**config.mk**
```make
export PLATFORM = sky130hd
export DESIGN_NAME = pause_controller
export DESIGN_NICKNAME = d
export VERILOG_FILES = /design/src/rtl/pause_pkg.sv /design/src/rtl/pause_sync.sv /design/src/rtl/pause_controller.sv
export SDC_FILE = /design/constraint.sdc
export NUM_CORES = 1
export LEC_CHECK = 0
export CAP_MARGIN = 15
export CORE_AREA = 10 10 53 55
export DETAILED_ROUTE_END_ITERATION = 6
export DIE_AREA = 0 0 63 65
export GPL_TIMING_DRIVEN = 1
export PLACE_DENSITY = 0.84
export REMOVE_ABC_BUFFERS = 1
export SYNTH_ARGS = -nofsm -noshare
export SYNTH_HDL_FRONTEND = slang
export SYNTH_SLANG_ARGS = --single-unit
export TNS_END_PERCENT = 10
```
**constraint.sdc**
```tcl
create_clock -name i_clk -period 4.2 [get_ports i_clk]
set_input_delay 1.05 -clock i_clk [delete_from_list [all_inputs] [get_ports i_clk]]
set_output_delay 1.05 -clock i_clk [all_outputs]
set_load 0.005 [all_outputs]
```
**src/rtl/pause_pkg.sv**
```systemverilog
// Shared definitions for the pause network:
// FSM state encoding and default timeout sizing.
package pause_pkg;

    typedef enum logic [1:0] {
        ST_RUN    = 2'd0,
        ST_REQ    = 2'd1,
        ST_PAUSED = 2'd2,
        ST_RESUME = 2'd3
    } pauseState_t;

    localparam int DEF_TIMEOUT_CYC = 255;
    localparam int DEF_TO_W        = 8;

endpackage

```
**src/rtl/pause_sync.sv**
```systemverilog
// Two-flop synchroniser for one asynchronous pause request,
// cleared to 0 by the async active-high reset.
module pause_sync (
    input  logic i_clk,
    input  logic i_rst,
    input  logic i_d,
    output logic o_q
);

    logic meta;

    always_ff @(posedge i_clk or posedge i_rst) begin
        if (i_rst) begin
            meta <= 1'b0;
            o_q  <= 1'b0;
        end else begin
            meta <= i_d;
            o_q  <= meta;
        end
    end

endmodule

```
**src/rtl/pause_controller.sv**
```systemverilog
// Pause network: merges request sources, runs the start/ack
// handshake with the core, records cause and handshake timeout.
module pause_controller
    import pause_pkg::*;
#(
    parameter int                  NUM_SRC     = 3,
    parameter logic [NUM_SRC-1:0]  SYNC_MASK   = NUM_SRC'(1),
    parameter int                  TIMEOUT_CYC = DEF_TIMEOUT_CYC,
    parameter int                  TO_W        = DEF_TO_W
) (
    input  logic               i_clk,
    input  logic               i_rst,
    input  logic [NUM_SRC-1:0] i_srcReq,
    input  logic               i_isBooted,
    input  logic               i_coreNowPaused,
    input  logic               i_causeClr,
    output logic               o_coreStartPause,
    output logic               o_isPaused,
    output logic [NUM_SRC-1:0] o_cause,
    output logic               o_timeout
);

    localparam logic [TO_W-1:0] TO_LIM = TO_W'(TIMEOUT_CYC);
    localparam bit              TO_EN  = (TIMEOUT_CYC != 0);

    logic [NUM_SRC-1:0] req;
    logic               anyReq;
    logic               notRun;
    logic [NUM_SRC-1:0] reqSeen;
    pauseState_t        state;
    logic [TO_W-1:0]    toCnt;

    for (genvar i = 0; i < NUM_SRC; i++) begin : gSrc
        if (SYNC_MASK[i]) begin : gSync
            pause_sync uSync (
                .i_clk (i_clk),
                .i_rst (i_rst),
                .i_d   (i_srcReq[i]),
                .o_q   (req[i])
            );
        end else begin : gDirect
            assign req[i] = i_srcReq[i];
        end
    end

    assign anyReq  = |req;
    assign notRun  = (state != ST_RUN);
    assign reqSeen = req & {NUM_SRC{notRun}};

    // Outputs are registered alongside the state transition.
    always_ff @(posedge i_clk or posedge i_rst) begin
        if (i_rst) begin
            state            <= ST_RUN;
            toCnt            <= '0;
            o_coreStartPause <= 1'b0;
            o_isPaused       <= 1'b0;
        end else begin
            unique case (state)
                ST_RUN: begin
                    if (anyReq) begin
                        state            <= ST_REQ;
                        o_coreStartPause <= 1'b1;
                    end
                end
                ST_REQ: begin
                    if (!anyReq) begin
                        state            <= ST_RUN;
                        toCnt            <= '0;
                        o_coreStartPause <= 1'b0;
                    end else if (i_isBooted && i_coreNowPaused) begin
                        state      <= ST_PAUSED;
                        toCnt      <= '0;
                        o_isPaused <= 1'b1;
                    end else if (toCnt != TO_LIM) begin
                        toCnt <= toCnt + 1'b1;
                    end
                end
                ST_PAUSED: begin
                    if (!anyReq) begin
                        state            <= ST_RESUME;
                        o_coreStartPause <= 1'b0;
                        o_isPaused       <= 1'b0;
                    end
                end
                ST_RESUME: begin
                    if (!i_coreNowPaused) state <= ST_RUN;
                end
                default: state <= ST_RUN;
            endcase
        end
    end

    always_ff @(posedge i_clk or posedge i_rst) begin
        if (i_rst) begin
            o_timeout <= 1'b0;
        end else if (TO_EN && state == ST_REQ && toCnt == TO_LIM) begin
            o_timeout <= 1'b1;
        end
    end

    // A fresh request in the clear cycle survives the clear.
    always_ff @(posedge i_clk or posedge i_rst) begin
        if (i_rst) begin
            o_cause <= '0;
        end else if (i_causeClr) begin
            o_cause <= reqSeen;
        end else begin
            o_cause <= o_cause | reqSeen;
        end
    end

endmodule

```
==> changes_impl.md <==
### Changed

* Logic share of the area at 42.0%
* Top logic family: AND-OR/OR-AND gates
* Number of logic gates at roughly 65
* First-pass GRT wire length at roughly 3600 um
* Power Internal at between 300 and 400 uW
* Seq_cells at 18
* Htree depth at 1
* Clock group at 111 uW
* Yosys aoi share at 21.5%
* Max-cap viol count at 0
* Top Consumer: registers
* Die area at 0.00410 mm^2
* First DRT Iteration DRCs at 16
* Sum of negative setup slack at 0 ns
* Post-CTS Hold Fix Bufs at 0
* Cell depth of the worst setup path at 5
* CP Launch Type: primary input
* Largest registers: toCnt: 8 flops, o_cause: 3 flops
* Post-Syn Area at about 980 um^2
* Largest net degree at the start of global routing at 19
* Cell Chain, Critical Path: clkdlybuf4s50_1, nor3_2, nor2_1, nand3_1, o311ai_0
* Fp util at 52.8%
* Area growth syn-to-layout at 19.3%
* Status: finished clean
* Ys Warns at 0
* Min cycle time layout at roughly 2.3 ns
* DR pass1 iterations at 4
* Top reg by flops: toCnt
* HPWL after detailed placement at approximately 1500 um
* Max Transition Viols Final at 0
* Post-synthesis chip area from yosys at ~1000 um^2
* Latency at later pin at ~0.30 ns
* TAP cells at 27
* Hold crit path type: reg -> reg
* Top Ports at 14
* DRT antenna net count at 0
* Seq pwr share at 42.9%
* Post-CTS Resized at 0
* Yosys adder share at under 10%
* Dpl cell area at approximately 0.0011 mm^2
* Share of cells above drive strength 1 at roughly 15%
* Drc violations at 0
* Clock share of power at between 10% and 20%
* And+or+nand+nor area frac at 17.7%
* Worst R2R Setup Slack at between 2 and 2.5 ns
* Register bit count reported by yosys at 18
* CP bufs+invs at 1
* Final Net Count at 123
* Final setup fails at 0
* Critical path endpoint: toCnt[3]
* Synth mux share at 3.31%
* ClkCell Share at 3.09%
* Final-layout fill cell count at 153
* Pwr dens at ~550 mW/mm^2
* Global route total overflow at 0
* Flop share of the area at 38.4%
* RSZ-0062 raised after global routing: no
* Design Area, Final at around 0.0012 mm^2
* Required time of the critical path at between 4 and 5 ns
* Logic area at a little under 500 um^2
* Net Sw Power at between 200 and 250 uW
* Vias in the first global route at 806
* Critical Path Slowest Stage Cell: clkdlybuf4s50_1
* GRT Resource Usage Total at between 10% and 20%
## metrics by stage
step,hold WS (ns),power (mW),worst slack [ns]
2_1_floorplan,0.331,0.444,2.25
3_3_place_gp,0.345,0.519,1.72
3_5_place_dp,0.350,0.532,1.68
4_1_cts,0.384,0.647,1.95
5_1_grt,0.397,0.688,1.88
6_report,0.377,0.646,1.94
## cells in the final DEF, fill, tap and decap left out, types with 3 or more instances in the layout
cell type and instances:
a21oi_1 6, a22o_1 3, clkbuf_4 3, clkdlybuf4s50_1 13
dfrtp_1 18, ha_1 6, inv_1 8, nand2_1 7
nand3_2 3, nor2_1 7, o21ai_0 3
## metal layers
metal,track usage (%),vias to the layer above,part of all wire [%]
met3,3.09,5,4.5
met5,0,-,0
li1,-,370,-
met1,11.2,368,46
met4,5.03,0,2.0
met2,18.7,13,48
### Supply network

Scale bar: 20 um. Pins as bars on the die edge.
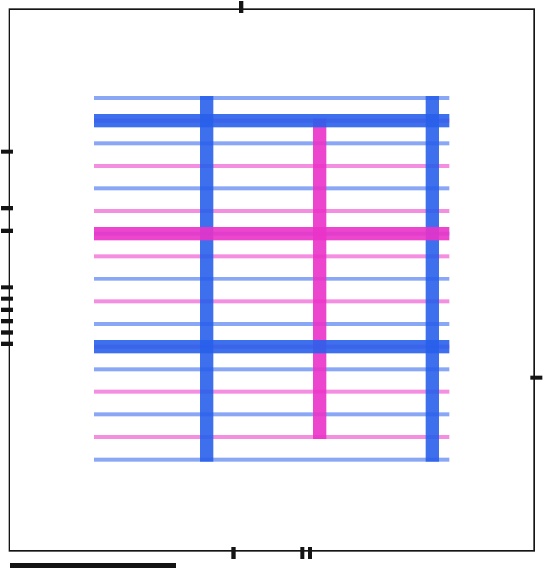
VSS: drawn in blue. VDD: drawn in magenta.
3 straps on met4. The core has 16 rows.
peak supply drop: 0.429 mV
die height: 65 um
total core area: 0.00186 mm^2
width of the die: 63 um

### Placement by cell class

Scale bar: 20 um.
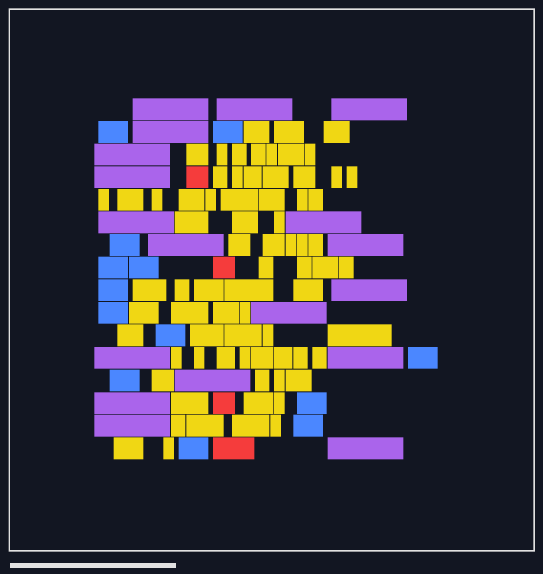
sequential cells: drawn in purple, cells 18, share of their area 40%. remaining logic cells: drawn in yellow, cells 73, share of their area 46%. remaining buffers and delay cells: drawn in blue, cells 13, share of their area 11%. clock drivers and dummy loads: drawn in red, cells 4, share of their area 3.2%.

### Clock distribution

Scale bar: 20 um.
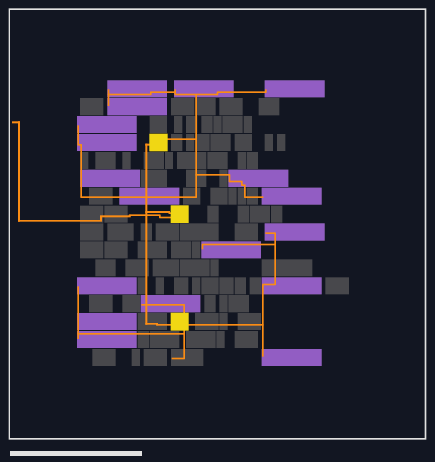
flip-flops: drawn in purple, count 18. clock wires: drawn in orange, length 257 um. clock-net drivers: drawn in yellow, count 3.
There are 4 routed clock nets.

Power is estimated from default activity; no workload was simulated.
